[src/rtl/run_event_counter_if.sv]
// Bundle between the run detector / board pins and the run event counter.
// master drives z, clear and hold; slave is the counter and drives everything else.
interface run_event_counter_if #(
  parameter int RUN_W = 8
);
  logic             z;
  logic             clear;
  logic             hold;
  logic [3:0]       tens;
  logic [3:0]       units;
  logic             overflow;
  logic             event_pulse;
  logic [RUN_W-1:0] last_len;
  logic [6:0]       seg_tens;
  logic [6:0]       seg_units;

  modport master (
    output z, clear, hold,
    input  tens, units, overflow, event_pulse, last_len, seg_tens, seg_units
  );

  modport slave (
    input  z, clear, hold,
    output tens, units, overflow, event_pulse, last_len, seg_tens, seg_units
  );
endinterface

[src/rtl/run_event_counter.sv]
// Counts rising edges of the run-detector level z as a BCD 00-99 count, shows it on
// two 7-segment digits, and measures the length of the most recent z-high interval.
module run_event_counter #(
  parameter int RUN_W          = 8,
  parameter bit SEG_ACTIVE_LOW = 1'b1
) (
  input logic                clock,
  input logic                reset,
  run_event_counter_if.slave bus
);

  logic             z_q;
  logic [3:0]       tens_q, tens_d;
  logic [3:0]       units_q, units_d;
  logic             overflow_q, overflow_d;
  logic             event_pulse_q, event_pulse_d;
  logic [RUN_W-1:0] run_cnt_q, run_cnt_d;
  logic [RUN_W-1:0] last_len_q, last_len_d;
  logic             rise;

  assign rise = bus.z & ~z_q;

  // Clear beats a coincident rise; hold only blocks counting, never the edge tracking.
  always_comb begin
    tens_d        = tens_q;
    units_d       = units_q;
    overflow_d    = overflow_q;
    event_pulse_d = 1'b0;
    if (bus.clear) begin
      tens_d     = 4'd0;
      units_d    = 4'd0;
      overflow_d = 1'b0;
    end else if (rise && !bus.hold) begin
      event_pulse_d = 1'b1;
      if (units_q != 4'd9) begin
        units_d = units_q + 4'd1;
      end else begin
        units_d = 4'd0;
        if (tens_q != 4'd9) begin
          tens_d = tens_q + 4'd1;
        end else begin
          tens_d     = 4'd0;
          overflow_d = 1'b1;
        end
      end
    end
  end

  always_ff @(posedge clock or posedge reset) begin
    if (reset) begin
      z_q           <= 1'b0;
      tens_q        <= 4'd0;
      units_q       <= 4'd0;
      overflow_q    <= 1'b0;
      event_pulse_q <= 1'b0;
    end else begin
      z_q           <= bus.z;
      tens_q        <= tens_d;
      units_q       <= units_d;
      overflow_q    <= overflow_d;
      event_pulse_q <= event_pulse_d;
    end
  end

  // run_cnt holds the number of edges z has been sampled high; it is latched on the fall.
  always_comb begin
    run_cnt_d  = run_cnt_q;
    last_len_d = last_len_q;
    if (bus.clear) begin
      run_cnt_d  = '0;
      last_len_d = '0;
    end else begin
      if (bus.z) begin
        run_cnt_d = (run_cnt_q == {RUN_W{1'b1}}) ? run_cnt_q : run_cnt_q + RUN_W'(1);
      end else begin
        run_cnt_d = '0;
      end
      if (!bus.z && z_q) begin
        last_len_d = run_cnt_q;
      end
    end
  end

  always_ff @(posedge clock or posedge reset) begin
    if (reset) begin
      run_cnt_q  <= '0;
      last_len_q <= '0;
    end else begin
      run_cnt_q  <= run_cnt_d;
      last_len_q <= last_len_d;
    end
  end

  function automatic logic [6:0] seg7(input logic [3:0] digit);
    logic [6:0] code;
    case (digit)
      4'd0:    code = 7'b0111111;
      4'd1:    code = 7'b0000110;
      4'd2:    code = 7'b1011011;
      4'd3:    code = 7'b1001111;
      4'd4:    code = 7'b1100110;
      4'd5:    code = 7'b1101101;
      4'd6:    code = 7'b1111101;
      4'd7:    code = 7'b0000111;
      4'd8:    code = 7'b1111111;
      4'd9:    code = 7'b1101111;
      default: code = 7'b0000000;
    endcase
    return SEG_ACTIVE_LOW ? ~code : code;
  endfunction

  assign bus.tens        = tens_q;
  assign bus.units       = units_q;
  assign bus.overflow    = overflow_q;
  assign bus.event_pulse = event_pulse_q;
  assign bus.last_len    = last_len_q;
  assign bus.seg_tens    = seg7(tens_q);
  assign bus.seg_units   = seg7(units_q);

endmodule
[src/flat_wrapper.sv]
// flat-port wrapper written by rule: the top's interface ports become plain ports
module run_event_counter_flat 
#(
  parameter int RUN_W          = 8,
  parameter bit SEG_ACTIVE_LOW = 1'b1
)
  (clock, reset, bus_z, bus_clear, bus_hold, bus_tens, bus_units, bus_overflow, bus_event_pulse, bus_last_len, bus_seg_tens, bus_seg_units);
  run_event_counter_if #(.RUN_W(RUN_W)) bus_i ();
  input logic clock;
  input logic reset;
  input wire logic [$bits(bus_i.z)-1:0] bus_z;
  input wire logic [$bits(bus_i.clear)-1:0] bus_clear;
  input wire logic [$bits(bus_i.hold)-1:0] bus_hold;
  output wire logic [$bits(bus_i.tens)-1:0] bus_tens;
  output wire logic [$bits(bus_i.units)-1:0] bus_units;
  output wire logic [$bits(bus_i.overflow)-1:0] bus_overflow;
  output wire logic [$bits(bus_i.event_pulse)-1:0] bus_event_pulse;
  output wire logic [$bits(bus_i.last_len)-1:0] bus_last_len;
  output wire logic [$bits(bus_i.seg_tens)-1:0] bus_seg_tens;
  output wire logic [$bits(bus_i.seg_units)-1:0] bus_seg_units;
  assign bus_i.z = bus_z;
  assign bus_i.clear = bus_clear;
  assign bus_i.hold = bus_hold;
  assign bus_tens = bus_i.tens;
  assign bus_units = bus_i.units;
  assign bus_overflow = bus_i.overflow;
  assign bus_event_pulse = bus_i.event_pulse;
  assign bus_last_len = bus_i.last_len;
  assign bus_seg_tens = bus_i.seg_tens;
  assign bus_seg_units = bus_i.seg_units;
  run_event_counter #(.RUN_W(RUN_W), .SEG_ACTIVE_LOW(SEG_ACTIVE_LOW)) u_core (.clock(clock), .reset(reset), .bus(bus_i));
endmodule
[config.mk]
export PLATFORM = sky130hd
export DESIGN_NAME = run_event_counter_flat
export DESIGN_NICKNAME = d
export VERILOG_FILES = /design/src/rtl/run_event_counter_if.sv /design/src/rtl/run_event_counter.sv /design/src/flat_wrapper.sv
export SDC_FILE = /design/constraint.sdc
export NUM_CORES = 1
export LEC_CHECK = 0
export CELL_PAD_IN_SITES_DETAIL_PLACEMENT = 1
export CELL_PAD_IN_SITES_GLOBAL_PLACEMENT = 1
export CORE_MARGIN = 2
export CORE_UTILIZATION = 40
export CTS_CLUSTER_DIAMETER = 150
export DETAILED_ROUTE_END_ITERATION = 8
export PLACE_DENSITY = 0.95
export SYNTH_ARGS = -nofsm -noshare
export SYNTH_HDL_FRONTEND = slang
export SYNTH_SLANG_ARGS = --single-unit
[constraint.sdc]
create_clock -name clock -period 3.2 [get_ports clock]
set_clock_uncertainty 0.1 [all_clocks]
set_input_delay 0.32 -clock clock [delete_from_list [all_inputs] [get_ports clock]]
set_output_delay 0.32 -clock clock [all_outputs]
set_load 0.02 [all_outputs]
### Signal wires by layer, run 1

The bar under the picture is 20 um long.
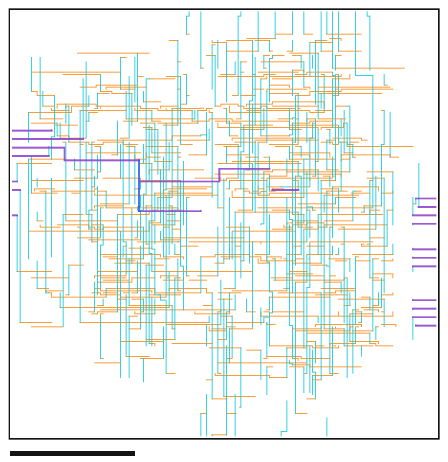
[purple] metal 3 | wire length: 123 um
[blue] metal 4 | wire length: 8.20 um
[cyan] metal 2 | wire length: 2,240 um
[orange] metal 1 | wire length: 2,030 um
via count: 1,511
routed wire length: 4400 um

### Sequential cells grouped by signal name, run 1

Other sequential cells in the stronger grey, the rest of the logic in the fainter grey.
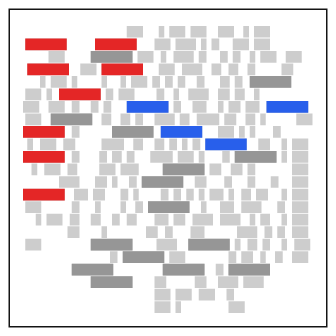
[blue] `u_core.bus.tens` | placed flops: 4
[red] `u_core.bus.last_len` | placed flops: 8
not coloured: 15
fraction of area in registers: 32.2%
post-route core utilization: 52.5%
Reg area: 676 um2
seq pwr: 0.349 mW

### I/O pins on the die edge, run 1

Pins as bars across the die edge, other pins in grey.
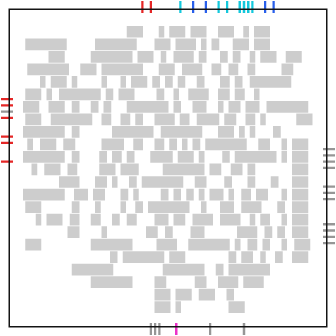
[blue] `bus_tens` | pins: 4 | direction: output | edge: top
[magenta] `bus_hold` | pins: 1 | direction: input | edge: bottom
[cyan] `bus_seg_tens` | pins: 7 | direction: output | edge: top
[red] `bus_last_len` | pins: 8 | direction: output | edge: 6 left, 2 top
all pins by edge: 13 top, 11 right, 7 left, 6 bottom
# port buffers: 36
die height: 68.6 um
Die X: 68.6 um

==> results.ini, run 1 <==
[synth]
synth_flops=27
synth_area_mm2=0.00167
edf_count=0
syn_nets=207
avgSynthCellArea_um2=8.80
ys_types=36
area_leaders=dfrtp_1, ha_1, a21oi_1

[layout]
drive_gt1_share_pct=4.13
syn2layout_area_growth_pct=25.7
final_common_cell=clkdlybuf4s50_1
design_area_mm2=0.00210

[floorplanning]
rows=23

[place]
place_ws_ns=0.920
dpl_cell_area_mm2=0.00205
place_congestion=0.848
dp_hpwl_um=3210

[critical_path]
crit_required_ns=2.78
arrival_ns=2.18
cp-start-kind=flop

[global_route]
grt_max_degree=28
grt_pass1_vias=1495
track_usage_pct=20.3

[min_path]
hold_path.class=reg -> reg

[run_status]
status=finished clean

[final_timing]
rsz0062_at_grt=no
fin_crit_ns=2.60
whs_ns=0.427
relSlewSlack_pct=29.4

[clocking]
numCtsBuffers=3
post_cts_resized=0
h-tree-depth=1

[job]
warnings=35

[routing]
drc=0

[run 1: tightest hold or removal path, stage by stage, from the launching register on]
cell	delay, ns
dfrtp_1	0.36
a31oi_1	0.04
nor2_1	0.09
[run 1: final cells by class]
| type | instances | area [um2] | share of cell area, % |
|---|---|---|---|
| Clock buffer | 3 | 41.3 | 1.97 |
| Clock inverter | 1 | 7.51 | 0.357 |
| Inverter | 9 | 33.8 | 1.61 |
| Multi-Input combinational cell | 141 | 912 | 43.4 |
| Sequential cell | 27 | 676 | 32.2 |
| Tap cell | 50 | 62.6 | 2.98 |
| Timing Repair Buffer | 37 | 368 | 17.5 |
[run 1: sequential cells by signal, summed over array words and instances (netlist names)]
register / flops
u_core.bus.overflow: 1
u_core.bus.last_len: 8
u_core.run_cnt_q: 8
u_core.bus.tens: 4
u_core.z_q: 1
u_core.bus.units: 4
u_core.bus.event_pulse: 1
[run 1: worst paths after layout]
check | startpoint | endpoint | slack [ns] | cells after the start
worst max-delay path | u_core.bus.tens[1] | bus_seg_tens[3] | 0.60 | 6
worst min-delay path | u_core.bus.overflow | u_core.bus.overflow | 0.43 | 2
worst max register to register | u_core.bus.units[1] | u_core.bus.tens[1] | 1.15 | 5
worst min register to register | u_core.bus.overflow | u_core.bus.overflow | 0.43 | 2
max in group asynchronous | reset | u_core.bus.overflow | 1.87 | 2
min in group asynchronous | reset | u_core.z_q | 0.49 | 2
[run 1: power by group]
part / switching [mW] / internal [mW] / total (mW)
logic: 0.0349 / 0.0233 / 0.0583
clock network: 0.114 / 0.0886 / 0.203
registers: 0.00478 / 0.344 / 0.349
[run 1: logic make-up after synthesis]
logic type	count (synthesis)	share of synthesized area, %
AND/OR/NAND/NOR	70	22.1
AND-OR/OR-AND	51	18.7
flip-flops	27	40.4
buffers and inverters	22	5.01
adder cells (fa/ha/maj)	12	8.98
multiplexers	8	4.79
[run 1: metal layers]
| metal | global-route usage [%] | part of all wire (%) | vias to the layer above |
|---|---|---|---|
| met5 | 0 | 0 | - |
| met2 | 35.7 | 51 | 23 |
| met4 | 1.50 | 0.18 | 0 |
| li1 | - | - | 730 |
| met3 | 3.57 | 2.8 | 2 |
| met1 | 27.2 | 46 | 756 |
[run 1: synth_stat cells (3+ instances only)]
master    instances
o21ai_0          12
a31oi_1           4
inv_1             9
nand2_1          10
dfrtp_1          27
nor2_1           19
nor3_1            8
ha_1             12
clkbuf_1         12
a211oi_1          4
a21oi_1          19
nand3_1           8
a21boi_0          3
mux2i_1           8
nand2b_1          5
or4_1             3
==> run 1 -> run 2 <==
--- a/config.mk
+++ b/config.mk
@@ -8,10 +8,10 @@
 export CELL_PAD_IN_SITES_DETAIL_PLACEMENT = 1
 export CELL_PAD_IN_SITES_GLOBAL_PLACEMENT = 1
 export CORE_MARGIN = 2
-export CORE_UTILIZATION = 40
+export CORE_UTILIZATION = 37
 export CTS_CLUSTER_DIAMETER = 150
 export DETAILED_ROUTE_END_ITERATION = 8
-export PLACE_DENSITY = 0.95
+export PLACE_DENSITY = 0.91
 export SYNTH_ARGS = -nofsm -noshare
 export SYNTH_HDL_FRONTEND = slang
 export SYNTH_SLANG_ARGS = --single-unit
==> constraint.sdc (replaced) <==
create_clock -name clock -period 2.6 [get_ports clock]
set_clock_uncertainty 0.1 [all_clocks]
set_input_delay 0.26 -clock clock [delete_from_list [all_inputs] [get_ports clock]]
set_output_delay 0.26 -clock clock [all_outputs]
set_load 0.02 [all_outputs]
### Clock nets, run 2

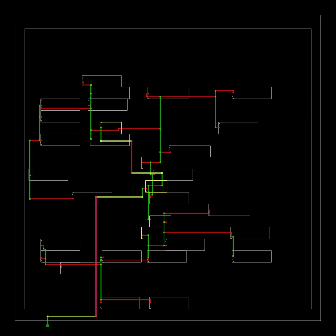
flop count: 27
Late-Pin Clk Latency: 0.28 ns
total CTS buffers: 3
Clk. pwr: 0.253 mW
clock buf count: 3

==> run 2 against run 1 <==
Effect of this change: synthesized area stayed put; non-clock buffer count rose by 2; worst setup slack lost 0.42 ns; first-iteration DRC count fell by 18%; synthesized cell count unchanged; sequential power increased by 23%; largest power group unchanged; clock-buffer cell count is the same; routed wire length grew 2.2%.
==> results.ini, run 2 <==
[run_status]
status=finished clean  ; unchanged

[layout]
final_common_cell=clkdlybuf4s50_1  ; unchanged
logic_area_um2=922  ; was 912 um2
final_util_pct=49.1  ; was 52.5%

[final_timing]
relSlewSlack_pct=68.8  ; was 29.4%
rsz0062_at_grt=no  ; unchanged

[synth]
yosysMostFrequentCell=dfrtp_1  ; unchanged
avgSynthCellArea_um2=8.80  ; unchanged
ys_types=36  ; unchanged
edf_count=0  ; unchanged
syn_nets=207  ; unchanged
synth_area_mm2=0.00167  ; unchanged
synth_flops=27  ; unchanged

[place]
port_buffers=36  ; unchanged
place_congestion=0.798  ; was 0.848

[global_route]
track_usage_pct=19.2  ; was 20.3%
grt_max_degree=28  ; unchanged
grt_pass1_vias=1643  ; was 1,495

[floorplanning]
dieHeight_um=71.2  ; was 68.6 um
rows=24  ; was 23

[clocking]
h-tree-depth=1  ; unchanged

[routing]
wirelength_um=4490  ; was 4400 um
drc=0  ; unchanged

[job]
warnings=35  ; unchanged

[min_path]
hold_path.class=in -> async  ; was reg -> reg

[critical_path]
crit_required_ns=2.24  ; was 2.78 ns
arrival_ns=2.05  ; was 2.18 ns

==> run 2: cell counts after synthesis <==
No cell type changed its count.
==> run 2: layout make-up <==
class,count,area share [%]
Clock buffer,3,1.93
Clock inverter,1,0.351
Inverter,9,1.58
Multi-Input combinational cell,141,43.1
Sequential cell,27,31.8
Tap cell,52,3.04
Timing Repair Buffer,39,18.1
==> run 2: path summary, 6_finish.rpt <==
check	from	endpoint	slack, ns	depth (start not counted)
worst max-delay path	u_core.bus.tens[0]	bus_seg_tens[6]	0.19	5
worst min-delay path	reset	u_core.bus.units[3]	0.23	3
worst max register to register	u_core.bus.units[1]	u_core.bus.tens[1]	0.63	5
worst min register to register	u_core.bus.overflow	u_core.bus.overflow	0.42	2
max in group asynchronous	reset	u_core.bus.units[0]	1.88	3
min in group clock	u_core.bus.overflow	u_core.bus.overflow	0.42	2
==> run 2: timing repair <==
item                                    in CTS  in global routing
gates resized                                1                  6
endpoints found under the setup margin       1                 11
buffers inserted                             0                  0
cloned                                       0                  0
==> run 2: cells by family (layout without fill, tap and decap cells) <==
logic type	after synthesis	count (layout)	synth area share, %
AOI/OAI and AO/OA	51	51	18.7
adders and majority gates	12	12	8.98
buffers and inverters	22	52	5.01
DFF	27	27	40.4
muxes	8	8	4.79
and+or+nand+nor	70	70	22.1
==> run 2: metrics by stage <==
stage               hold WS [ns]  area, um2  total power [mW]  setup WS (ns)
floorplan                  0.191       1670             0.480          0.711
global placement           0.397       2070             0.511          0.427
detailed placement         0.408       2070             0.513          0.310
CTS                        0.248       2120             0.758         0.0521
global route               0.310       2140             0.784         0.0511
finish                     0.232       2140             0.756          0.186
==> run 2: report_power, final <==
| group | switching, mW | internal, mW | total [mW] |
|---|---|---|---|
| combinational | 0.0432 | 0.0305 | 0.0737 |
| sequential | 0.00590 | 0.424 | 0.430 |
| clock | 0.144 | 0.109 | 0.253 |
==> run 2: worst max-delay path: stages, from the launching register on <==
cell and delay [ns]:
dfrtp_1 0.47, ha_1 0.26, nand2b_1 0.14, o21ai_0 0.09
a21oi_1 0.19, clkdlybuf4s50_1 0.63
==> run 2: per-layer routing <==
metal	GRT usage (%)	wire length, um	vias up
li1	-	-	727
met1	24.4	1950	752
met2	34.0	2370	32
met3	2.25	101	8
met4	6.50	68	0
met5	0	0	-
Power figures rest on the tool's default switching activity, not on a simulated workload.
